[src/rtl/pixel_enhance_stream.sv]
// Streaming per-channel pixel enhancement with frame control.
// Accepts pixels over valid/ready, applies pass/add/sub/threshold with optional
// inversion using configuration latched at frame start, and counts pixels until
// TOTAL_PIXELS have been accepted, then drains the output register and reports done.
module pixel_enhance_stream #(
  parameter int DATA_W       = 8,
  parameter int CHANNELS     = 3,
  parameter int TOTAL_PIXELS = 120000,
  parameter int CNT_W        = 32
) (
  input  logic                         clk,
  input  logic                         reset,
  input  logic                         start,
  input  logic [1:0]                   mode,
  input  logic                         invert,
  input  logic [DATA_W-1:0]            value,
  input  logic                         in_valid,
  output logic                         in_ready,
  input  logic [CHANNELS*DATA_W-1:0]   in_data,
  output logic                         out_valid,
  input  logic                         out_ready,
  output logic [CHANNELS*DATA_W-1:0]   out_data,
  output logic                         busy,
  output logic                         done,
  output logic [CNT_W-1:0]             pixel_count
);

  localparam int PIX_W = CHANNELS * DATA_W;
  localparam logic [CNT_W-1:0] TOTAL_C = CNT_W'(TOTAL_PIXELS);

  typedef enum logic [1:0] {
    S_IDLE,
    S_RUN,
    S_DRAIN,
    S_DONE
  } state_t;

  typedef enum logic [1:0] {
    M_PASS   = 2'b00,
    M_ADD    = 2'b01,
    M_SUB    = 2'b10,
    M_THRESH = 2'b11
  } mode_t;

  state_t              state_q, state_d;
  mode_t               mode_q, mode_d;
  logic                invert_q, invert_d;
  logic [DATA_W-1:0]   value_q, value_d;
  logic                out_valid_q, out_valid_d;
  logic [PIX_W-1:0]    out_data_q, out_data_d;
  logic [CNT_W-1:0]    count_q, count_d;
  logic [CNT_W-1:0]    count_inc;
  logic                in_ready_c;
  logic [PIX_W-1:0]    proc_data;

  // Apply the latched enhancement to every channel independently.
  function automatic logic [PIX_W-1:0] enhance(
    input logic [PIX_W-1:0]  pix,
    input mode_t             m,
    input logic              inv,
    input logic [DATA_W-1:0] v
  );
    logic [PIX_W-1:0]  res;
    logic [DATA_W-1:0] p;
    logic [DATA_W-1:0] r;
    logic [DATA_W:0]   sum;
    res = '0;
    for (int unsigned k = 0; k < CHANNELS; k++) begin
      p   = pix[k*DATA_W +: DATA_W];
      sum = {1'b0, p} + {1'b0, v};
      case (m)
        M_PASS:   r = p;
        M_ADD:    r = sum[DATA_W] ? '1 : sum[DATA_W-1:0];
        M_SUB:    r = (p >= v) ? (p - v) : '0;
        M_THRESH: r = (p >= v) ? '1 : '0;
        default:  r = p;
      endcase
      res[k*DATA_W +: DATA_W] = inv ? ~r : r;
    end
    return res;
  endfunction

  // Datapath result for the pixel currently presented on in_data.
  always_comb begin
    proc_data = enhance(in_data, mode_q, invert_q, value_q);
  end

  assign count_inc = count_q + CNT_W'(1);

  // Next-state, handshake and register-update decisions.
  always_comb begin
    state_d     = state_q;
    mode_d      = mode_q;
    invert_d    = invert_q;
    value_d     = value_q;
    out_valid_d = out_valid_q;
    out_data_d  = out_data_q;
    count_d     = count_q;
    in_ready_c  = 1'b0;
    case (state_q)
      S_IDLE, S_DONE: begin
        if (start) begin
          mode_d   = mode_t'(mode);
          invert_d = invert;
          value_d  = value;
          count_d  = '0;
          state_d  = S_RUN;
        end
      end
      S_RUN: begin
        in_ready_c = !out_valid_q || out_ready;
        if (in_valid && in_ready_c) begin
          out_data_d  = proc_data;
          out_valid_d = 1'b1;
          count_d     = count_inc;
          if (count_inc == TOTAL_C) begin
            state_d = S_DRAIN;
          end
        end else if (out_valid_q && out_ready) begin
          out_valid_d = 1'b0;
        end
      end
      S_DRAIN: begin
        if (!out_valid_q || out_ready) begin
          out_valid_d = 1'b0;
          state_d     = S_DONE;
        end
      end
      default: state_d = S_IDLE;
    endcase
  end

  // State and datapath registers with synchronous reset.
  always_ff @(posedge clk) begin
    if (reset) begin
      state_q     <= S_IDLE;
      mode_q      <= M_PASS;
      invert_q    <= 1'b0;
      value_q     <= '0;
      out_valid_q <= 1'b0;
      out_data_q  <= '0;
      count_q     <= '0;
    end else begin
      state_q     <= state_d;
      mode_q      <= mode_d;
      invert_q    <= invert_d;
      value_q     <= value_d;
      out_valid_q <= out_valid_d;
      out_data_q  <= out_data_d;
      count_q     <= count_d;
    end
  end

  assign in_ready    = in_ready_c;
  assign out_valid   = out_valid_q;
  assign out_data    = out_data_q;
  assign pixel_count = count_q;
  assign busy        = (state_q == S_RUN) || (state_q == S_DRAIN);
  assign done        = (state_q == S_DONE);

endmodule
[config.mk]
export PLATFORM = sky130hd
export DESIGN_NAME = pixel_enhance_stream
export DESIGN_NICKNAME = d
export VERILOG_FILES = /design/src/rtl/pixel_enhance_stream.sv
export SDC_FILE = /design/constraint.sdc
export NUM_CORES = 1
export LEC_CHECK = 0
export CORE_ASPECT_RATIO = 0.8
export CORE_UTILIZATION = 61
export CTS_BUF_LIST = sky130_fd_sc_hd__clkbuf_4 sky130_fd_sc_hd__clkbuf_8
export CTS_CLUSTER_DIAMETER = 80
export CTS_CLUSTER_SIZE = 40
export DETAILED_ROUTE_END_ITERATION = 6
export GPL_ROUTABILITY_DRIVEN = 0
export PLACE_DENSITY = 0.89
export SLEW_MARGIN = 15
export SYNTH_ARGS = -nofsm -noshare
export SYNTH_HDL_FRONTEND = slang
export SYNTH_SLANG_ARGS = --single-unit
[constraint.sdc]
create_clock -name clk -period 8.2 [get_ports clk]
set_input_delay 1.23 -clock clk [delete_from_list [all_inputs] [get_ports clk]]
set_output_delay 1.23 -clock clk [all_outputs]
set_load 0.03 [all_outputs]
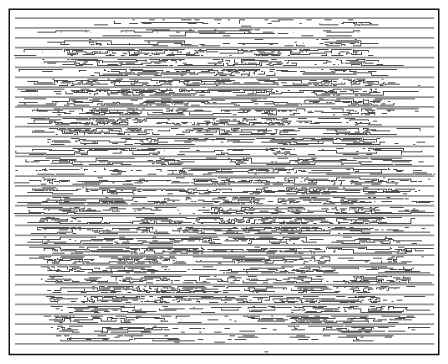
Figure 1: run 1, M1 wires.
Supply wires on this layer in grey.
- longest straight run: 30.4 um
- wire length on this layer: 8440 um
- share of all routed wire: 43%

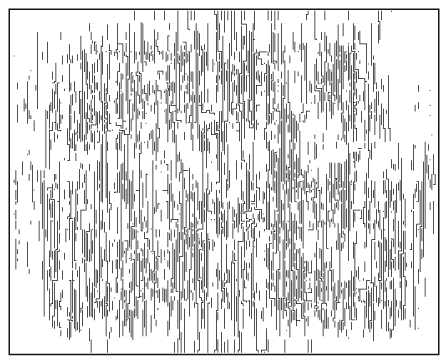
Figure 2: run 1, signal wires on met2.
- wire length on this layer: 8140 um
- share of all routed wire: 41%
- longest straight run: 37.4 um
- main direction: vertical
- nets with wire on the layer: 844
DRT Wirelength: 19600 um
routed via count: 7103

==> results_slide.txt, run 1 <==
Run Summary

Outcome
  – Status: complete, no violations

Setup path
  – Cell with the most instances on the worst path: inv_1
  – Crit path DRT: ~8.5 ns
  – Worst path depth: 14
  – Setup crit start: in_data[16]
  – CP Max Fanout: 9

Global route
  – Largest net degree at the start of global routing: approximately 62
  – GRT Residual Overflow: 0
  – First-pass GRT wire length: between 30000 and 40000 um

Clock network
  – Root Buffer: clkbuf_8

Drt
  – Wire length on met2: ~8100 um

Synth
  – Adder Area Share: between 10% and 20%
  – Yosys cell count: 884
  – Cells after Synth: slightly below 900
  – Area leader, netlist: dfxtp_1
  – Simple-gate portion of the synthesized area: 27.4%

Final timing
  – Worst hold slack: between 0.4 and 0.5 ns
  – Final Skew: roughly 0.005 ns

Final layout
  – Combinational share of cell area: 61.9%
  – Finished Layout Cells: 1092
  – Data buffer area share: 13.3%
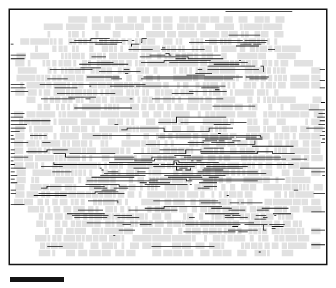
Figure 3: run 1, the metal 3 layer.
Scale bar: 20 um.
- nets with wire on the layer: 181
- longest straight run: 62.3 um
- share of all routed wire: 13%
- wire length on this layer: 2580 um
met3 global-route usage: 9.78%

--- run 2 (diff from run 1) ---
--- a/config.mk
+++ b/config.mk
@@ -6,13 +6,13 @@
 export NUM_CORES = 1
 export LEC_CHECK = 0
 export CORE_ASPECT_RATIO = 0.8
-export CORE_UTILIZATION = 61
+export CORE_UTILIZATION = 57
 export CTS_BUF_LIST = sky130_fd_sc_hd__clkbuf_4 sky130_fd_sc_hd__clkbuf_8
 export CTS_CLUSTER_DIAMETER = 80
 export CTS_CLUSTER_SIZE = 40
 export DETAILED_ROUTE_END_ITERATION = 6
 export GPL_ROUTABILITY_DRIVEN = 0
-export PLACE_DENSITY = 0.89
+export PLACE_DENSITY = 0.84
 export SLEW_MARGIN = 15
 export SYNTH_ARGS = -nofsm -noshare
 export SYNTH_HDL_FRONTEND = slang
==> constraint.sdc (replaced) <==
create_clock -name clk -period 3.8 [get_ports clk]
set_input_delay 0.57 -clock clk [delete_from_list [all_inputs] [get_ports clk]]
set_output_delay 0.57 -clock clk [all_outputs]
set_load 0.03 [all_outputs]
==> run 2 against run 1 <==
Net effect: first-iteration DRC count is 14% lower; final cell count up 2.2%; total power grew 130%; routed wire length increased by 3.8%; non-clock buffer count is 20 higher; critical path depth shrank 4; highest routed layer unchanged; worst hold slack lost 0.0058 ns.
==> results_slide.txt, run 2 <==
Run Summary

Outcome
  – Status: complete, no violations

Global route
  – Met3 global-route usage: 8.59% (-1.2 points)
  – Antenna violations before repair: 0
  – GRT Residual Overflow: 0 (unchanged)
  – Largest net degree at the start of global routing: 61 (-1.6%)
  – First-pass GRT wire length: 33200 um (+5.9%)

Drt
  – Drt drc: 0
  – Routed via count: 7175 (+1.0%)
  – Wire length on met2: 8500 um (+4.4%)

Setup path
  – Worst path depth: 10 (-4)
  – Cell with the most instances on the worst path: a21oi_1
  – Setup crit start: in_data[11]
  – Crit path DRT: 4.06 ns (-4.42 ns)

Final timing
  – Final Skew: 0.00881 ns (+0.00383 ns)
  – Tmin final: approximately 3.3 ns
  – Max Slew Vio Count: 0
  – Worst hold slack: 0.460 ns (-0.00584 ns)

Flow run
  – Tool warnings: roughly 54

Final layout
  – Area occupied by multi-input gates: approximately 4800 sq um
  – Combinational share of cell area: 60.3% (-1.5 points)
  – Largest register FFs: 32
  – Data buffer area share: 14.9% (+1.6 points)

Place
  – DP Worst Slack: 0.208 ns
  – IO Port Bufs: 99

Synth
  – Adder Area Share: 12.1% (unchanged)
  – Area leader, netlist: dfxtp_1
  – Top cells by count: nor2_1, nand2_1, a21oi_1
  – Simple-gate portion of the synthesized area: 27.4% (unchanged)
  – Yosys cell count: 884 (unchanged)
  – Seq cells post-synth: about 70

Clock network
  – Clock tree buffer depth: 2
  – Root Buffer: clkbuf_8
  – Worst-skew pair later-pin latency: about 0.36 ns
  – H-tree depth: 3

Power
  – Flop pwr share: 24.1%
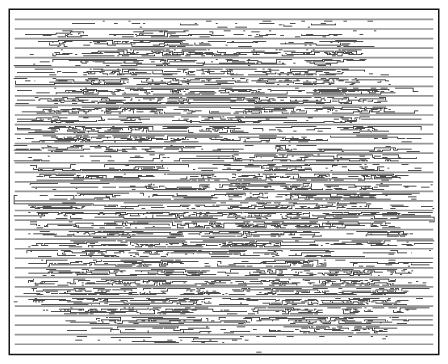
Figure 4: run 2, M1 wires.
Supply wires on this layer in grey.
- longest straight run: 44.6 um
- main direction: horizontal
- wire length on this layer: 9070 um
- nets with wire on the layer: 965
- share of all routed wire: 45%

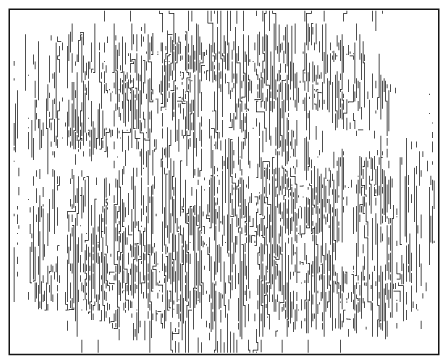
Figure 5: run 2, signal wires on met2.
- share of all routed wire: 42%
- main direction: vertical
- wire length on this layer: 8500 um
- nets with wire on the layer: 871
- longest straight run: 32.5 um
M2 GR Usage: 50.2%
DRT Wirelength: 20400 um

--- run 3 (diff from run 2) ---
==> constraint.sdc (replaced) <==
create_clock -name clk -period 3.8 [get_ports clk]
set_input_delay 0.57 -clock clk [delete_from_list [all_inputs] [get_ports clk]]
set_output_delay 0.57 -clock clk [all_outputs]
set_load 0.02 [all_outputs]
==> run 3 against run 2 <==
Net effect: via count unchanged; fmax stayed put; synthesized cell count stayed put; sequential share of layout area unchanged; clock-buffer cell count unchanged; critical path type unchanged; largest cell class unchanged; highest routed layer unchanged.
==> results_slide.txt, run 3 <==
Run Summary

Synth
  – Top cells by count: nor2_1, nand2_1, a21oi_1
  – Mapped Nets: 984
  – Area leader, netlist: dfxtp_1
  – Seq cells post-synth: 70 (unchanged)
  – Yosys cell count: 884 (unchanged)
  – Simple-gate portion of the synthesized area: 27.4% (unchanged)

Global route
  – First-pass GRT wire length: 33200 um (unchanged)
  – M2 GR Usage: 50.2% (unchanged)
  – Met3 global-route usage: 8.59% (unchanged)
  – Largest net degree at the start of global routing: 61 (unchanged)
  – Antenna violations before repair: 0 (unchanged)

Clock network
  – Worst-skew pair later-pin latency: 0.36 ns (about the same)
  – H-tree depth: 3 (unchanged)
  – Clock tree buffer depth: 2 (unchanged)

Final layout
  – Area occupied by multi-input gates: 4760 sq um (unchanged)
  – Top logic cells by instance count in the layout: nor2_1, clkdlybuf4s50_1, nand2_1
  – Largest register FFs: 32 (unchanged)
  – Combinational share of cell area: 60.3% (unchanged)
  – Data buffer area share: 14.9% (unchanged)
  – ANT cells: 0
  – Area Growth Syn to Fin: 20.5%

Final timing
  – Final Skew: 0.00881 ns (unchanged)
  – Worst hold slack: 0.460 ns (unchanged)
  – Setup TNS: 0 ns

Place
  – IO Port Bufs: 99 (unchanged)
  – DP Worst Slack: 0.208 ns (unchanged)

Drt
  – Drt drc: 0 (unchanged)
  – Wire length on met2: 8500 um (unchanged)
  – DRT Wirelength: 20400 um (unchanged)

Flow run
  – Tool warnings: 54 (unchanged)

Hold path
  – Min-delay src: out_data[13]$_SDFFE_PP0P_

Power
  – Flop pwr share: 24.5% (+0.4 points)
  – Lkg Pwr: 0.00293 uW

Setup path
  – Setup crit start: in_data[11]
  – Worst path depth: 10 (unchanged)
  – Crit path DRT: 4.06 ns (about the same)
  – Cell with the most instances on the worst path: a21oi_1

Floorplan
  – Tapcells: 144

Outcome
  – Status: complete, no violations
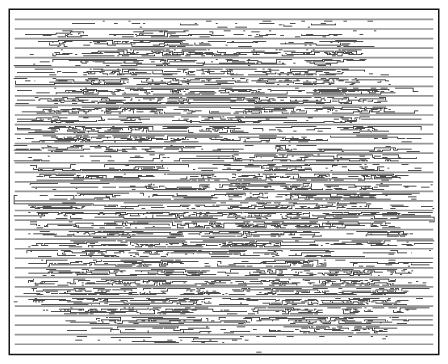
Figure 6: run 3, M1 wires.
Supply wires on this layer in grey.
- main direction: horizontal
- longest straight run: 44.6 um
met1 Use GR: 50.8%
routed via count: 7175

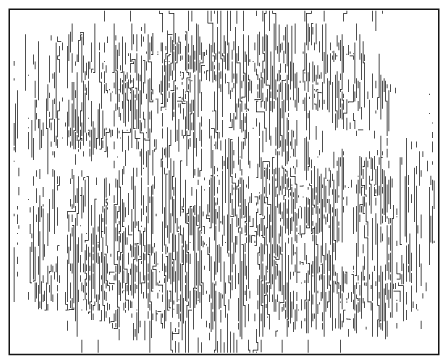
Figure 7: run 3, signal wires on met2.
- nets with wire on the layer: 871
- longest straight run: 32.5 um

Power and IR drop assume default switching activity.
